## src/rtl/mem_stage_if.sv

```systemverilog
// -----------------------------------------------------------------------------
// mem_stage_if -- data-memory request/response bus between the memory stage
// (master) and the data memory (slave).
//
//   dm_req    master->slave  request held high until dm_ack is sampled
//   dm_we     master->slave  1 = write, 0 = read
//   dm_addr   master->slave  word-aligned byte address
//   dm_wdata  master->slave  write word (byte stores replicate the byte)
//   dm_be     master->slave  byte enables, bit 3 = bits 31:24 (big-endian)
//   dm_ack    slave->master  completion strobe
//   dm_rdata  slave->master  read word, valid together with dm_ack
// -----------------------------------------------------------------------------
interface mem_stage_if;
  logic        dm_req;
  logic        dm_we;
  logic [31:0] dm_addr;
  logic [31:0] dm_wdata;
  logic [3:0]  dm_be;
  logic        dm_ack;
  logic [31:0] dm_rdata;

  modport master (
    output dm_req, dm_we, dm_addr, dm_wdata, dm_be,
    input  dm_ack, dm_rdata
  );

  modport slave (
    input  dm_req, dm_we, dm_addr, dm_wdata, dm_be,
    output dm_ack, dm_rdata
  );
endinterface

```

## src/rtl/mem_stage.sv

```systemverilog
// -----------------------------------------------------------------------------
// mem_stage -- pipeline memory stage.
//
// Accepts one execute-stage result per cycle while idle. Non-memory results go
// straight into the writeback register. Loads and stores are issued on the
// data-memory bus, the upstream pipeline is stalled until the response has
// been formatted, and the result lands in the writeback register. Misaligned
// word accesses and bus timeouts retire as non-writing instructions with a
// one-cycle fault pulse.
//
// Ports
//   clock, reset_n          single clock, synchronous active-low reset
//   ex_valid                execute result valid (ignored while stall is high)
//   ex_aluop[5:0]           opcode; LW/SW/LB/SB/LBU are memory ops
//   ex_alu_out[31:0]        ALU result or effective byte address
//   ex_rb[31:0]             store data
//   ex_rwe, ex_rd[4:0]      register write enable / destination
//   stall                   upstream must hold its outputs
//   dm (master modport)     data-memory bus, see mem_stage_if
//   wb_valid, wb_rwe,
//   wb_rd[4:0], wb_data     writeback stage register
//   mx_bypass, mx_rd,
//   do_mx_bypass            forwarding path from writeback to execute
//   fault                   one-cycle pulse: misaligned access or timeout
//
// Parameter
//   TIMEOUT                 max ACCESS cycles awaiting dm_ack before giving up
// -----------------------------------------------------------------------------
module mem_stage #(
  parameter int TIMEOUT = 16
) (
  input  logic              clock,
  input  logic              reset_n,

  input  logic              ex_valid,
  input  logic [5:0]        ex_aluop,
  input  logic [31:0]       ex_alu_out,
  input  logic [31:0]       ex_rb,
  input  logic              ex_rwe,
  input  logic [4:0]        ex_rd,
  output logic              stall,

  mem_stage_if.master       dm,

  output logic              wb_valid,
  output logic              wb_rwe,
  output logic [4:0]        wb_rd,
  output logic [31:0]       wb_data,

  output logic [31:0]       mx_bypass,
  output logic [4:0]        mx_rd,
  output logic              do_mx_bypass,

  output logic              fault
);

  // ---------------------------------------------------------------------------
  // Opcodes and FSM encoding
  // ---------------------------------------------------------------------------
  localparam logic [5:0] OP_LW  = 6'b010011;
  localparam logic [5:0] OP_SW  = 6'b010100;
  localparam logic [5:0] OP_LB  = 6'b010101;
  localparam logic [5:0] OP_SB  = 6'b010111;
  localparam logic [5:0] OP_LBU = 6'b011000;

  localparam logic [1:0] S_IDLE   = 2'd0;
  localparam logic [1:0] S_ACCESS = 2'd1;
  localparam logic [1:0] S_RESP   = 2'd2;

  localparam int CNT_W = $clog2(TIMEOUT + 1);

  // ---------------------------------------------------------------------------
  // State
  // ---------------------------------------------------------------------------
  logic [1:0]       r_state;
  logic [CNT_W-1:0] r_cnt;        // ACCESS cycles spent without an ack

  // Latched instruction for the duration of a memory access
  logic [5:0]       r_op;
  logic [1:0]       r_lane;       // byte offset within the word
  logic [4:0]       r_rd;
  logic             r_rwe;
  logic [31:0]      r_rdata;      // word captured with dm_ack

  // Memory bus drivers
  logic             r_dm_req;
  logic             r_dm_we;
  logic [31:0]      r_dm_addr;
  logic [31:0]      r_dm_wdata;
  logic [3:0]       r_dm_be;

  // Writeback register
  logic             r_wb_valid;
  logic             r_wb_rwe;
  logic [4:0]       r_wb_rd;
  logic [31:0]      r_wb_data;
  logic             r_fault;

  // ---------------------------------------------------------------------------
  // Decode of the incoming instruction
  // ---------------------------------------------------------------------------
  logic        w_is_word;
  logic        w_is_byte;
  logic        w_is_mem;
  logic        w_is_store;
  logic        w_misaligned;
  logic [3:0]  w_req_be;
  logic [31:0] w_req_wdata;

  assign w_is_word    = (ex_aluop == OP_LW) || (ex_aluop == OP_SW);
  assign w_is_byte    = (ex_aluop == OP_LB) || (ex_aluop == OP_SB) ||
                        (ex_aluop == OP_LBU);
  assign w_is_mem     = w_is_word || w_is_byte;
  assign w_is_store   = (ex_aluop == OP_SW) || (ex_aluop == OP_SB);
  // Byte accesses can never be misaligned; only word ops check the low bits.
  assign w_misaligned = w_is_word && (ex_alu_out[1:0] != 2'b00);

  // Byte enables and write data for the request about to be issued.
  // NOTE: every always_comb output gets a default first so no path can leave it
  // unassigned, which would otherwise infer a latch.
  always_comb begin
    w_req_be    = 4'b1111;
    w_req_wdata = 32'h0000_0000;
    if (ex_aluop == OP_SW) begin
      w_req_wdata = ex_rb;
    end else if (ex_aluop == OP_SB) begin
      // Byte is replicated on every lane; the enable picks the one that lands.
      w_req_wdata = {4{ex_rb[7:0]}};
      case (ex_alu_out[1:0])
        2'b00:   w_req_be = 4'b1000;
        2'b01:   w_req_be = 4'b0100;
        2'b10:   w_req_be = 4'b0010;
        default: w_req_be = 4'b0001;
      endcase
    end
  end

  // ---------------------------------------------------------------------------
  // Response formatting (used in RESP)
  // ---------------------------------------------------------------------------
  logic [7:0]  w_sel_byte;
  logic [31:0] w_load_data;
  logic        w_resp_store;

  assign w_resp_store = (r_op == OP_SW) || (r_op == OP_SB);

  always_comb begin
    // Big-endian lanes: offset 0 is the most significant byte.
    case (r_lane)
      2'b00:   w_sel_byte = r_rdata[31:24];
      2'b01:   w_sel_byte = r_rdata[23:16];
      2'b10:   w_sel_byte = r_rdata[15:8];
      default: w_sel_byte = r_rdata[7:0];
    endcase

    w_load_data = r_rdata;
    if (r_op == OP_LB) begin
      w_load_data = {{24{w_sel_byte[7]}}, w_sel_byte};
    end else if (r_op == OP_LBU) begin
      w_load_data = {24'h00_0000, w_sel_byte};
    end
  end

  // ---------------------------------------------------------------------------
  // FSM and registers
  // ---------------------------------------------------------------------------
  // NOTE: sequential state uses non-blocking assignments so every register
  // samples the pre-edge values, independent of statement order.
  always_ff @(posedge clock) begin
    if (!reset_n) begin
      r_state    <= S_IDLE;
      r_cnt      <= '0;
      r_op       <= 6'd0;
      r_lane     <= 2'd0;
      r_rd       <= 5'd0;
      r_rwe      <= 1'b0;
      r_rdata    <= 32'h0000_0000;
      r_dm_req   <= 1'b0;
      r_dm_we    <= 1'b0;
      r_dm_addr  <= 32'h0000_0000;
      r_dm_wdata <= 32'h0000_0000;
      r_dm_be    <= 4'b0000;
      r_wb_valid <= 1'b0;
      r_wb_rwe   <= 1'b0;
      r_wb_rd    <= 5'd0;
      r_wb_data  <= 32'h0000_0000;
      r_fault    <= 1'b0;
    end else begin
      // wb_valid and fault are single-cycle pulses unless re-asserted below.
      r_wb_valid <= 1'b0;
      r_fault    <= 1'b0;

      case (r_state)
        S_IDLE: begin
          if (ex_valid) begin
            if (!w_is_mem) begin
              r_wb_valid <= 1'b1;
              r_wb_rwe   <= ex_rwe;
              r_wb_rd    <= ex_rd;
              r_wb_data  <= ex_alu_out;
            end else if (w_misaligned) begin
              // Retire without touching memory or the register file.
              r_wb_valid <= 1'b1;
              r_wb_rwe   <= 1'b0;
              r_wb_rd    <= ex_rd;
              r_wb_data  <= ex_alu_out;
              r_fault    <= 1'b1;
            end else begin
              r_state    <= S_ACCESS;
              r_cnt      <= '0;
              r_op       <= ex_aluop;
              r_lane     <= ex_alu_out[1:0];
              r_rd       <= ex_rd;
              r_rwe      <= ex_rwe;
              r_dm_req   <= 1'b1;
              r_dm_we    <= w_is_store;
              r_dm_addr  <= {ex_alu_out[31:2], 2'b00};
              r_dm_be    <= w_req_be;
              r_dm_wdata <= w_req_wdata;
            end
          end
        end

        S_ACCESS: begin
          // Request fields stay untouched here, so they are stable until ack.
          if (dm.dm_ack) begin
            r_rdata  <= dm.dm_rdata;
            r_dm_req <= 1'b0;
            r_dm_we  <= 1'b0;
            r_state  <= S_RESP;
          end else if (r_cnt == CNT_W'(TIMEOUT - 1)) begin
            // This is the TIMEOUT-th unacknowledged cycle: abandon the access.
            r_dm_req   <= 1'b0;
            r_dm_we    <= 1'b0;
            r_wb_valid <= 1'b1;
            r_wb_rwe   <= 1'b0;
            r_wb_rd    <= r_rd;
            r_wb_data  <= 32'h0000_0000;
            r_fault    <= 1'b1;
            r_state    <= S_IDLE;
          end else begin
            r_cnt <= r_cnt + CNT_W'(1);
          end
        end

        S_RESP: begin
          r_wb_valid <= 1'b1;
          r_wb_rd    <= r_rd;
          if (w_resp_store) begin
            r_wb_rwe  <= 1'b0;
            r_wb_data <= 32'h0000_0000;
          end else begin
            r_wb_rwe  <= r_rwe;
            r_wb_data <= w_load_data;
          end
          r_state <= S_IDLE;
        end

        default: begin
          r_state <= S_IDLE;
        end
      endcase
    end
  end

  // ---------------------------------------------------------------------------
  // Outputs
  // ---------------------------------------------------------------------------
  // Stall covers the ACCESS cycles and the RESP cycle; it drops as the result
  // enters the writeback register.
  assign stall        = (r_state != S_IDLE);

  assign dm.dm_req    = r_dm_req;
  assign dm.dm_we     = r_dm_we;
  assign dm.dm_addr   = r_dm_addr;
  assign dm.dm_wdata  = r_dm_wdata;
  assign dm.dm_be     = r_dm_be;

  assign wb_valid     = r_wb_valid;
  assign wb_rwe       = r_wb_rwe;
  assign wb_rd        = r_wb_rd;
  assign wb_data      = r_wb_data;
  assign fault        = r_fault;

  // r0 is hard-wired zero, so it is never forwarded.
  assign mx_bypass    = r_wb_data;
  assign mx_rd        = r_wb_rd;
  assign do_mx_bypass = r_wb_valid && r_wb_rwe && (r_wb_rd != 5'd0);

endmodule

```

## src/flat_wrapper.sv

```systemverilog
// flat-port wrapper written by rule: the top's interface ports become plain ports
module mem_stage_flat 
#(
  parameter int TIMEOUT = 16
)
  (clock, reset_n, ex_valid, ex_aluop, ex_alu_out, ex_rb, ex_rwe, ex_rd, stall, wb_valid, wb_rwe, wb_rd, wb_data, mx_bypass, mx_rd, do_mx_bypass, fault, dm_dm_req, dm_dm_we, dm_dm_addr, dm_dm_wdata, dm_dm_be, dm_dm_ack, dm_dm_rdata);
  mem_stage_if dm_i ();
  input  logic clock;
  input  logic reset_n;
  input  logic ex_valid;
  input  logic [5:0] ex_aluop;
  input  logic [31:0] ex_alu_out;
  input  logic [31:0] ex_rb;
  input  logic ex_rwe;
  input  logic [4:0] ex_rd;
  output logic stall;
  output logic wb_valid;
  output logic wb_rwe;
  output logic [4:0] wb_rd;
  output logic [31:0] wb_data;
  output logic [31:0] mx_bypass;
  output logic [4:0] mx_rd;
  output logic do_mx_bypass;
  output logic fault;
  output wire logic [$bits(dm_i.dm_req)-1:0] dm_dm_req;
  output wire logic [$bits(dm_i.dm_we)-1:0] dm_dm_we;
  output wire logic [$bits(dm_i.dm_addr)-1:0] dm_dm_addr;
  output wire logic [$bits(dm_i.dm_wdata)-1:0] dm_dm_wdata;
  output wire logic [$bits(dm_i.dm_be)-1:0] dm_dm_be;
  input wire logic [$bits(dm_i.dm_ack)-1:0] dm_dm_ack;
  input wire logic [$bits(dm_i.dm_rdata)-1:0] dm_dm_rdata;
  assign dm_dm_req = dm_i.dm_req;
  assign dm_dm_we = dm_i.dm_we;
  assign dm_dm_addr = dm_i.dm_addr;
  assign dm_dm_wdata = dm_i.dm_wdata;
  assign dm_dm_be = dm_i.dm_be;
  assign dm_i.dm_ack = dm_dm_ack;
  assign dm_i.dm_rdata = dm_dm_rdata;
  mem_stage #(.TIMEOUT(TIMEOUT)) u_core (.clock(clock), .reset_n(reset_n), .ex_valid(ex_valid), .ex_aluop(ex_aluop), .ex_alu_out(ex_alu_out), .ex_rb(ex_rb), .ex_rwe(ex_rwe), .ex_rd(ex_rd), .stall(stall), .dm(dm_i), .wb_valid(wb_valid), .wb_rwe(wb_rwe), .wb_rd(wb_rd), .wb_data(wb_data), .mx_bypass(mx_bypass), .mx_rd(mx_rd), .do_mx_bypass(do_mx_bypass), .fault(fault));
endmodule
```

## config.mk

```make
export PLATFORM = sky130hd
export DESIGN_NAME = mem_stage_flat
export DESIGN_NICKNAME = d
export VERILOG_FILES = /design/src/rtl/mem_stage_if.sv /design/src/rtl/mem_stage.sv /design/src/flat_wrapper.sv
export SDC_FILE = /design/constraint.sdc
export NUM_CORES = 1
export LEC_CHECK = 0
export ABC_AREA = 1
export CAP_MARGIN = 20
export CELL_PAD_IN_SITES_DETAIL_PLACEMENT = 1
export CELL_PAD_IN_SITES_GLOBAL_PLACEMENT = 2
export CORE_ASPECT_RATIO = 0.8
export CORE_MARGIN = 5
export CORE_UTILIZATION = 26
export DETAILED_ROUTE_END_ITERATION = 6
export PLACE_DENSITY_LB_ADDON = 0.1
export SYNTH_ARGS = -nofsm -noshare
export SYNTH_HDL_FRONTEND = slang
export SYNTH_SLANG_ARGS = --single-unit
```

## constraint.sdc

```tcl
create_clock -name clock -period 3.8 [get_ports clock]
set_clock_uncertainty 0.05 [all_clocks]
set_input_delay 0.57 -clock clock [delete_from_list [all_inputs] [get_ports clock]]
set_output_delay 0.57 -clock clock [all_outputs]
set_load 0.1 [all_outputs]
```

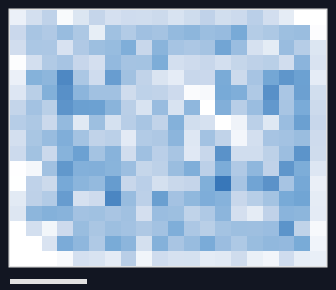
run_1/density.png
Bar = 50 um. 20 x 17 tiles, from white (low) to dark blue (high), 0 to 100% covered.
fullest tile: 71%
nearly empty tiles: 4.1%
mean over tiles: 31%
emptiest ninth of the die: bottom left
Core ar.: 30100 um^2
post-layout util: 0.3668
FP Util: 0.2615

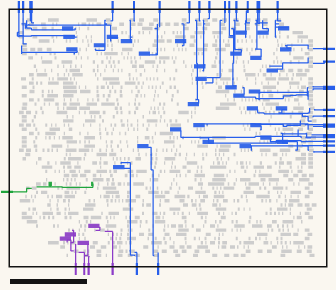
run_1/port_nets.png
Bar = 50 um.
[`dm_dm_be`] purple | direction: output | end cells: 4 | buffers: 4 | wire: 99.3 um
[`ex_valid`] green | direction: input | end cells: 2 | buffers: 1 | wire: 56.9 um
[`mx_bypass`] blue | direction: output | end cells: 32 | buffers: 32 | wire: 1670 um
I/O Pins: 261
Port Buf Inserts: 258

==> results.yml, run 1 <==
# flow metrics
worst_setup_path:
  crit_path_max_fanout: 65
  critical_path_class: "in2reg"
  slowest_stage: "clkdlybuf4s50_1"
synthesis:
  synthMostInstantiatedCell: "nor2_1"
  yosys.area.top_type: "dfxtp_1"
  logic_family: "simple AND/OR/NAND/NOR gates"
  synth.distinct_cells: 35
  numSynthFlops: 161
  synthAdderAreaFrac: 0.01113
  mux_area_frac: 0
  synth-main-ff-cell: "dfxtp_1"
  avgSynthCellArea_um2: 6.620
outcome:
  outcome: "completed"
global_routing:
  top_usage_layer: "met2"
  gr-usage-met3: 0.03655
  grt.overflow.total: 0
floorplanning:
  chip_area_um2: 33880
final_timing:
  hold_viol_final: 0
  post-route-period-util: 0.7203
  slew_viol_final: 0
  tightest_slew_ns: 1.097
  setup_viol: 0
place:
  routabilityCongestion: 0.8023
routing:
  wl_per_cell_um: 16.79
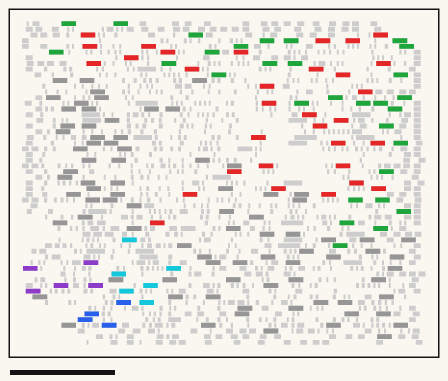
run_1/registers.png
Bar = 50 um. Other sequential cells in the stronger grey, the rest of the logic in the fainter grey.
[`u_core.dm.dm_addr`] green | placed flops: 30
[`u_core.dm.dm_be`] blue | placed flops: 4 | where: bottom left
[`u_core.mx_bypass`] red | placed flops: 32
[`u_core.r_op`] cyan | placed flops: 6
[`u_core.r_cnt`] purple | placed flops: 5 | where: bottom left
not coloured: 84
FF/Latch Area: 3223 um^2
Sequential Power: 1840 uW

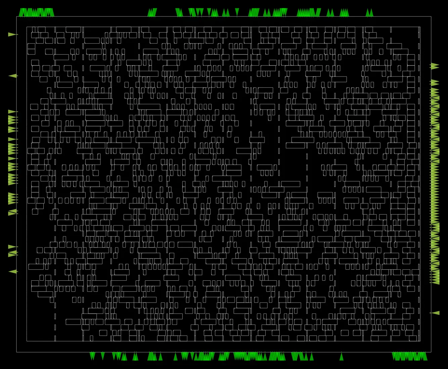
run_1/final_placement.png
final sequential cell count: 161
tap cells: 413
Site Rows: 57
Final Non-Filler Cells: 1797
layout filler cell count: 3761

[run 1: registers in the layout (all words and copies together) (netlist names)]
signal	count
u_core.r_state	2
u_core.r_op	6
u_core.wb_valid	1
u_core.mx_rd	5
u_core.wb_rwe	1
u_core.r_rdata	32
u_core.dm.dm_req	1
u_core.r_rd	5
u_core.dm.dm_addr	30
u_core.dm.dm_wdata	32
u_core.r_cnt	5
u_core.r_lane	2
u_core.r_rwe	1
u_core.dm.dm_we	1
u_core.fault	1
u_core.dm.dm_be	4
u_core.mx_bypass	32
[run 1: final cells by class]
type	instances	area, um^2
Sequential cell	161	3223
Timing Repair Buffer	270	2690
Tap cell	413	516.7
Clock buffer	20	456.7
Multi-Input combinational cell	834	3647
Inverter	87	326.6
Fill cell	3761	19060
Clock inverter	12	180.2
run_1/pdn.png
Bar = 50 um. Pins as bars on the die edge. Tap cells in grey.
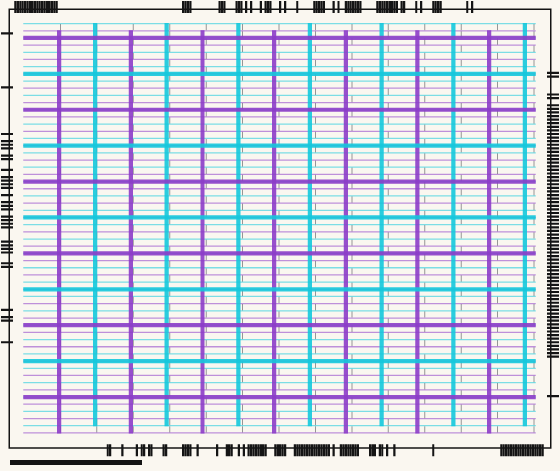

## Run 2: what changed since run 1
Settings changed: CORE_UTILIZATION 26 to 24.
Clock period 3.8 ns to 2.7 ns, I/O delays scaled along.
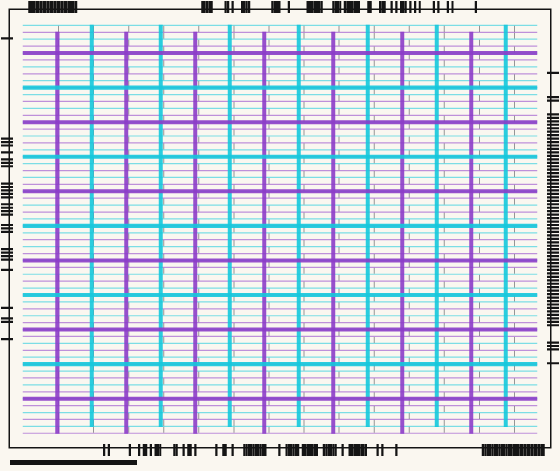
run_2/pdn.png
Bar = 50 um. Pins as bars on the die edge. Tap cells in grey.
[VSS] purple
[VDD] cyan
met5 straps: 11
tap cells: 427
met4 straps: 14
rows: 59

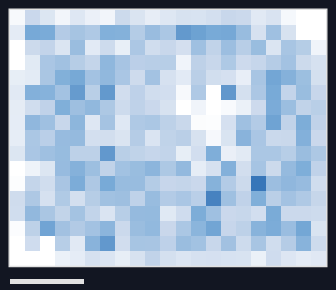
run_2/density.png
Bar = 50 um. 21 x 17 tiles, from white (low) to dark blue (high), 0 to 100% covered.
mean over tiles: 28%
fullest tile: 72%
nearly empty tiles: 5.3%

==> results.yml, run 2 <==
# flow metrics
synthesis:
  topCellsByArea: "dfxtp_1 (41%), nor2_1 (14%), nand2_1 (12%), o21ai_0 (7.5%), nand3_1 (4.6%)"
  edf_count: 0
  avgSynthCellArea_um2: 6.620
  synth-main-ff-cell: "dfxtp_1"
  numSynthFlops: 161
  yosys.area.top_type: "dfxtp_1"
  synth.distinct_cells: 35
  top_cells_by_count: "nor2_1 (287), nand2_1 (258), dfxtp_1 (161)"
outcome:
  outcome: "completed"
final_timing:
  layout_min_cycle_time_ns: 2.329
  slew_viol_final: 0
  setup_viol: 0
  tightest_slew_ns: 0.7683
  hold_viol_final: 0
  post-route-period-util: 0.8624
final_layout:
  final_cells: 1820
  final-comb-area_um2: 3647
  final_area_um2: 10770
  n_fill_cell: 4121
  ff_latch_area_um2: 3223
routing:
  route.met2.wl_mm: 12.74
  wl_per_cell_um: 16.58
global_routing:
  top_usage_layer: "met1"
  gr-usage-met3: 0.02848
  grt.overflow.total: 0
  grt_max_degree: 70
worst_hold_path:
  holdPathEnd: "u_core.dm.dm_we"
worst_setup_path:
  critical_path_class: "reg2out"
  critPathBufInv: 2
  worstPathArrival_ns: 1.87
  slowest_stage: "or3_1"
  cp-end-kind: "output port"
  crit_path_max_fanout: 4
  r2r-start: "u_core.r_state[1]"
floorplanning:
  core_area_um2: 32480
  io_pins: 261
  num_rows: 59
  chip_area_um2: 36540
  initial_core_util: 0.2423
place:
  io_buffer_count: 258
  routabilityCongestion: 0.7635
cts:
  cts_hold_buffers: 0
  clk_pin_slew_ns: 0.07
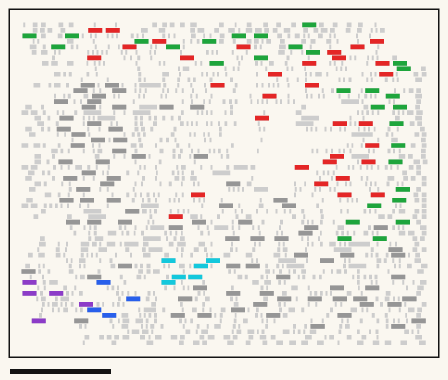
run_2/registers.png
Bar = 50 um. Other sequential cells in the stronger grey, the rest of the logic in the fainter grey.
[`u_core.mx_bypass`] red | placed flops: 32
[`u_core.dm.dm_be`] blue | placed flops: 4 | where: bottom left
[`u_core.dm.dm_addr`] green | placed flops: 30
[`u_core.r_op`] cyan | placed flops: 6 | where: bottom middle
[`u_core.r_cnt`] purple | placed flops: 5 | where: bottom left
not coloured: 84
Seq area share: 0.2993
Sequential Power: 2580 uW
post-layout util: 0.3315

[run 2: cell counts after synthesis]
Identical to the previous run, type by type.
[run 2: layout make-up]
cell class	count	share of cell area
well taps	427	0.04961
clock inverters	12	0.01452
multi-input cells	834	0.3387
repair buffers	279	0.2270
flip-flops and latches	161	0.2993
clock buffers	20	0.04055
inverters	87	0.03032
[run 2: kinds of logic after synthesis]
group / after synthesis / share of synthesized area
buffers and inverters: 195 / 0.1280
other: 1 / 0.0004764
AOI/OAI and AO/OA: 177 / 0.1137
DFF: 161 / 0.4095
xor gates and xnor gates: 2 / 0.002226
and+or+nand+nor: 646 / 0.3351
adders and majority gates: 7 / 0.01113
[run 2: power by group]
part	internal [uW]	switching [uW]	total (uW)	leakage, uW
logic	495	1510	2010	0.00322
registers	2480	100	2580	0.00131
clock network	1460	1080	2540	0.000277
No activity file was given, so power comes from the tool's default toggle rates.
